**config.mk**
```make
export PLATFORM = sky130hd
export DESIGN_NAME = ui_press_decoder
export DESIGN_NICKNAME = d
export VERILOG_FILES = /design/src/rtl/ui_pkg.sv /design/src/rtl/ui_hold_timer.sv /design/src/rtl/ui_press_decoder.sv
export SDC_FILE = /design/constraint.sdc
export NUM_CORES = 1
export LEC_CHECK = 0
export ABC_AREA = 0
export CELL_PAD_IN_SITES_DETAIL_PLACEMENT = 1
export CELL_PAD_IN_SITES_GLOBAL_PLACEMENT = 1
export CORE_MARGIN = 2
export CORE_UTILIZATION = 45
export CTS_CLUSTER_SIZE = 10
export DETAILED_ROUTE_END_ITERATION = 10
export HOLD_SLACK_MARGIN = 0.15
export PLACE_DENSITY_LB_ADDON = 0.1
export SLEW_MARGIN = 20
export SYNTH_ARGS = -nofsm -noshare
export SYNTH_HDL_FRONTEND = slang
export SYNTH_HIERARCHICAL = 1
export SYNTH_SLANG_ARGS = --single-unit
```
**constraint.sdc**
```tcl
create_clock -name clock_50Mhz -period 4.1 [get_ports clock_50Mhz]
set_input_delay 0.82 -clock clock_50Mhz [delete_from_list [all_inputs] [get_ports clock_50Mhz]]
set_output_delay 0.82 -clock clock_50Mhz [all_outputs]
set_load 0.05 [all_outputs]
```
**src/rtl/ui_pkg.sv**
```systemverilog
// Shared types and 50 MHz default timing constants for the UI press decoder.
package ui_pkg;

    localparam int unsigned LONG_PRESS_CYCLES_DEFAULT = 50_000_000;
    localparam int unsigned REPEAT_CYCLES_DEFAULT     = 12_500_000;
    localparam int unsigned CNT_W_DEFAULT             = 26;

    typedef enum logic [1:0] {
        WAIT_RELEASE,
        IDLE,
        PRESSED,
        LONG_HELD
    } press_state_t;

endpackage

```
**src/rtl/ui_hold_timer.sv**
```systemverilog
// Hold-duration counter: synchronous clear has priority over increment.
module ui_hold_timer #(
    parameter int unsigned CNT_W = 26
) (
    input  logic             clk_i,
    input  logic             rst_ni,
    input  logic             clr_i,
    input  logic             en_i,
    output logic [CNT_W-1:0] count_o
);

    logic [CNT_W-1:0] count_q;
    logic [CNT_W-1:0] count_d;

    always_comb begin
        count_d = count_q;
        if (clr_i) begin
            count_d = '0;
        end else if (en_i) begin
            count_d = count_q + CNT_W'(1);
        end
    end

    always_ff @(posedge clk_i) begin
        if (!rst_ni) begin
            count_q <= '0;
        end else begin
            count_q <= count_d;
        end
    end

    assign count_o = count_q;

endmodule

```
**src/rtl/ui_press_decoder.sv**
```systemverilog
// Decodes the debounced active-low trigger level into short, long and
// auto-repeat single-cycle event pulses plus a registered held level.
module ui_press_decoder
    import ui_pkg::*;
#(
    parameter int unsigned LONG_PRESS_CYCLES = LONG_PRESS_CYCLES_DEFAULT,
    parameter int unsigned REPEAT_CYCLES     = REPEAT_CYCLES_DEFAULT,
    parameter int unsigned CNT_W             = CNT_W_DEFAULT
) (
    input  logic clock_50Mhz,
    input  logic reset_n,
    input  logic triggerIn_n,
    input  logic repeatEn,
    output logic shortPress,
    output logic longPress,
    output logic repeatPulse,
    output logic held
);

    if ((LONG_PRESS_CYCLES < 2) || (REPEAT_CYCLES < 1) ||
        ((64'(1) << CNT_W) <= 64'(LONG_PRESS_CYCLES)) ||
        ((64'(1) << CNT_W) <= 64'(REPEAT_CYCLES))) begin : g_bad_params
        $error("ui_press_decoder: illegal LONG_PRESS_CYCLES/REPEAT_CYCLES/CNT_W");
    end

    localparam logic [CNT_W-1:0] LONG_TERM   = CNT_W'(LONG_PRESS_CYCLES - 2);
    localparam logic [CNT_W-1:0] REPEAT_TERM = CNT_W'(REPEAT_CYCLES - 1);

    press_state_t     state_q, state_d;
    logic             in_q;
    logic             armed_q;
    logic             short_q, short_d;
    logic             long_q, long_d;
    logic             rep_q, rep_d;
    logic             held_q, held_d;
    logic             tmr_clr, tmr_en;
    logic [CNT_W-1:0] tmr_count;

    ui_hold_timer #(
        .CNT_W (CNT_W)
    ) u_hold_timer (
        .clk_i   (clock_50Mhz),
        .rst_ni  (reset_n),
        .clr_i   (tmr_clr),
        .en_i    (tmr_en),
        .count_o (tmr_count)
    );

    // armed_q keeps WAIT_RELEASE from trusting the reset value of in_q, so a
    // button held through reset must be seen released before any press counts.
    always_comb begin
        state_d = state_q;
        tmr_clr = 1'b0;
        tmr_en  = 1'b0;
        short_d = 1'b0;
        long_d  = 1'b0;
        rep_d   = 1'b0;
        unique case (state_q)
            WAIT_RELEASE: begin
                if (in_q && armed_q) begin
                    state_d = IDLE;
                end
            end
            IDLE: begin
                if (!in_q) begin
                    state_d = PRESSED;
                    tmr_clr = 1'b1;
                end
            end
            PRESSED: begin
                if (in_q) begin
                    short_d = 1'b1;
                    state_d = IDLE;
                end else if (tmr_count == LONG_TERM) begin
                    long_d  = 1'b1;
                    tmr_clr = 1'b1;
                    state_d = LONG_HELD;
                end else begin
                    tmr_en  = 1'b1;
                end
            end
            LONG_HELD: begin
                if (in_q) begin
                    state_d = IDLE;
                end else if (!repeatEn) begin
                    tmr_clr = 1'b1;
                end else if (tmr_count == REPEAT_TERM) begin
                    rep_d   = 1'b1;
                    tmr_clr = 1'b1;
                end else begin
                    tmr_en  = 1'b1;
                end
            end
            default: begin
                state_d = WAIT_RELEASE;
            end
        endcase
        held_d = (state_d == PRESSED) || (state_d == LONG_HELD);
    end

    always_ff @(posedge clock_50Mhz) begin
        if (!reset_n) begin
            state_q <= WAIT_RELEASE;
            in_q    <= 1'b1;
            armed_q <= 1'b0;
            short_q <= 1'b0;
            long_q  <= 1'b0;
            rep_q   <= 1'b0;
            held_q  <= 1'b0;
        end else begin
            state_q <= state_d;
            in_q    <= triggerIn_n;
            armed_q <= 1'b1;
            short_q <= short_d;
            long_q  <= long_d;
            rep_q   <= rep_d;
            held_q  <= held_d;
        end
    end

    assign shortPress  = short_q;
    assign longPress   = long_q;
    assign repeatPulse = rep_q;
    assign held        = held_q;

endmodule

```
==> run notes <==
run results: status complete, no violations, worst-path fanout max 9, cell area after layout 1920 um^2, dpl cell area 1830 um^2, Largest Pwr Group sequential cells, clock net sink count 34, Min-Delay Path Class flip-flop to flip-flop, post_cts resized 0, root buf cell clkbuf_8, DR pass1 iterations 4, switching pwr 0.137 mW, CTS Buf Count 5, Tot GR Track Use 23.7%, min cycle time layout 2.96 ns, die x size 66.4 um, relative max-transition margin 31.4%, die height 66.4 um, tool warnings 26, Fin Setup TNS 0 ns, standard-cell rows 22, CP Data Required Time 4.30 ns, ANT cells 0, yosys warns 6, initial antenna violation count 0, Starting DRT DRC Count 103, Final period util 72.3%, placed insts 241, GR Overflow Total 0, number of global-route vias before repair 1558, Worst Tran Pin Value 1.03 ns, worst reg2reg startpoint u_hold_timer/count_o[24], Pwr Total 0.611 mW, setup ws final 1.14 ns, worst path cell trace clkdlybuf4s50_1 -> inv_1 -> a31oi_1 -> o21a_1 -> and4_1 -> nand4_4 -> or3_1 -> a21oi_1, Post-Syn Area 1750 um^2, Seq/Total Area, Yosys 38.8%, clk buf depth 2, highest routed layer met4, met2 wire length 2.23 mm, clk slew on worst S/H paths 0.07 ns, chip area 4410 um^2, setup violators final 0, Worst Setup EP u_hold_timer/count_o[18], fp util 47.2%
-- sequential cells by signal (all words and copies together), names as in the netlist --
register and cells:
u_hold_timer/count_o 26, state_q 2, armed_q 1, held 1, in_q 1, longPress 1
repeatPulse 1, shortPress 1
-- cell type report --
class	count	area [um^2]
Clock buffer	7	86.3
Clock inverter	1	5.00
Fill cell	451	1800
Inverter	3	11.3
Multi-Input combinational cell	149	1000
Sequential cell	34	681
Tap cell	48	60.1
Timing Repair Buffer	7	70.1
-- cell usage after synthesis (all sizes together) --
master | count | area (um^2)
dfxtp | 34 | 681
nor2 | 17 | 63.8
a21oi | 12 | 60.1
nand3 | 12 | 82.6
nand2 | 11 | 41.3
nand4 | 11 | 98.8
nor3 | 11 | 55.1
and3 | 8 | 56.3
xor2 | 8 | 70.1
o21ai | 7 | 35.0
or3 | 7 | 43.8
o31ai | 6 | 45.0
or4 | 6 | 45.0
clkbuf | 5 | 18.8
nand4b | 5 | 50.0
xnor2 | 5 | 43.8
and4 | 4 | 37.5
buf | 4 | 37.5
inv | 3 | 11.3
nand2b | 3 | 18.8
and4b | 2 | 20.0
nor3b | 2 | 15.0
nor4 | 2 | 27.5
a311oi | 1 | 8.76
a31oi | 1 | 6.26
a41oi | 1 | 8.76
ha | 1 | 12.5
mux2i | 1 | 10.0
nand3b | 1 | 7.51
nor4b | 1 | 8.76
o21a | 1 | 7.51
o311ai | 1 | 16.3
or2 | 1 | 8.76
-- kinds of logic (layout without fill, tap and decap cells) --
kind of cell               after synthesis  in the layout  share of synthesized area, %
and+or+nand+nor                        104            104                          38.8
DFF                                     34             34                          38.8
AOI/OAI and AO/OA                       30             30                          10.7
xor gates and xnor gates                13             13                          6.50
buffers and inverters                   12             18                          3.85
adders and majority gates                1              1                         0.714
muxes                                    1              1                         0.571
Fig. 1: the metal 1 layer
Bar = 20 um. Supply wires on this layer in grey.
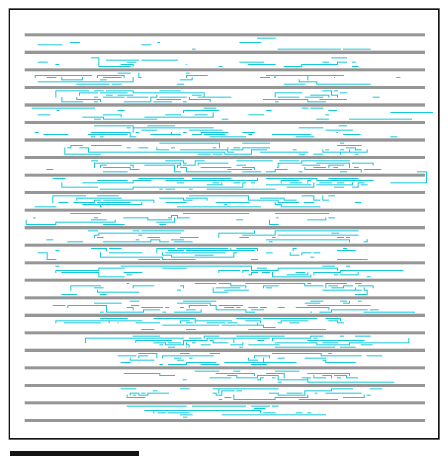
nets with wire on the layer: 195
wire length on this layer: 2060 um
share of all routed wire: 45%
global routing usage on met1: 28.8%
Routed WL: 4.54 mm
Via Count: 1553

Fig. 2: M2 wires
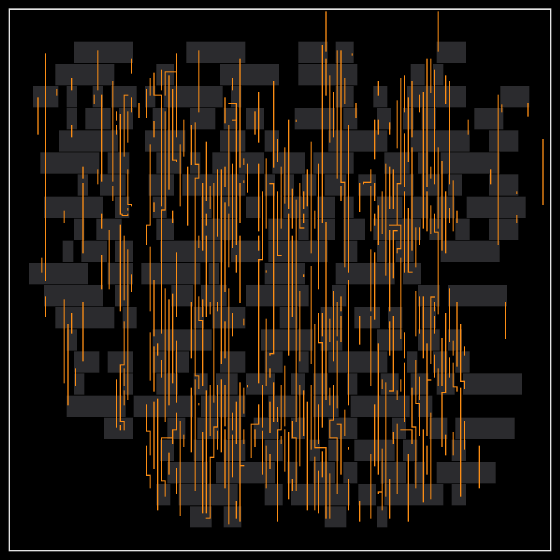
nets with wire on the layer: 187
longest straight run: 28.9 um
main direction: vertical
share of all routed wire: 49%
wire length on this layer: 2230 um

Fig. 3: met3 routing
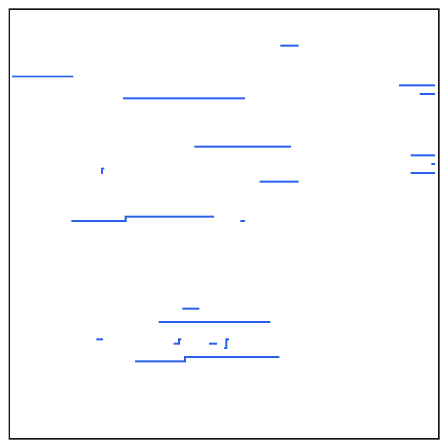
nets with wire on the layer: 15
main direction: horizontal
share of all routed wire: 3.0%
longest straight run: 18.6 um
wire length on this layer: 136 um

Power is estimated from default activity; no workload was simulated.
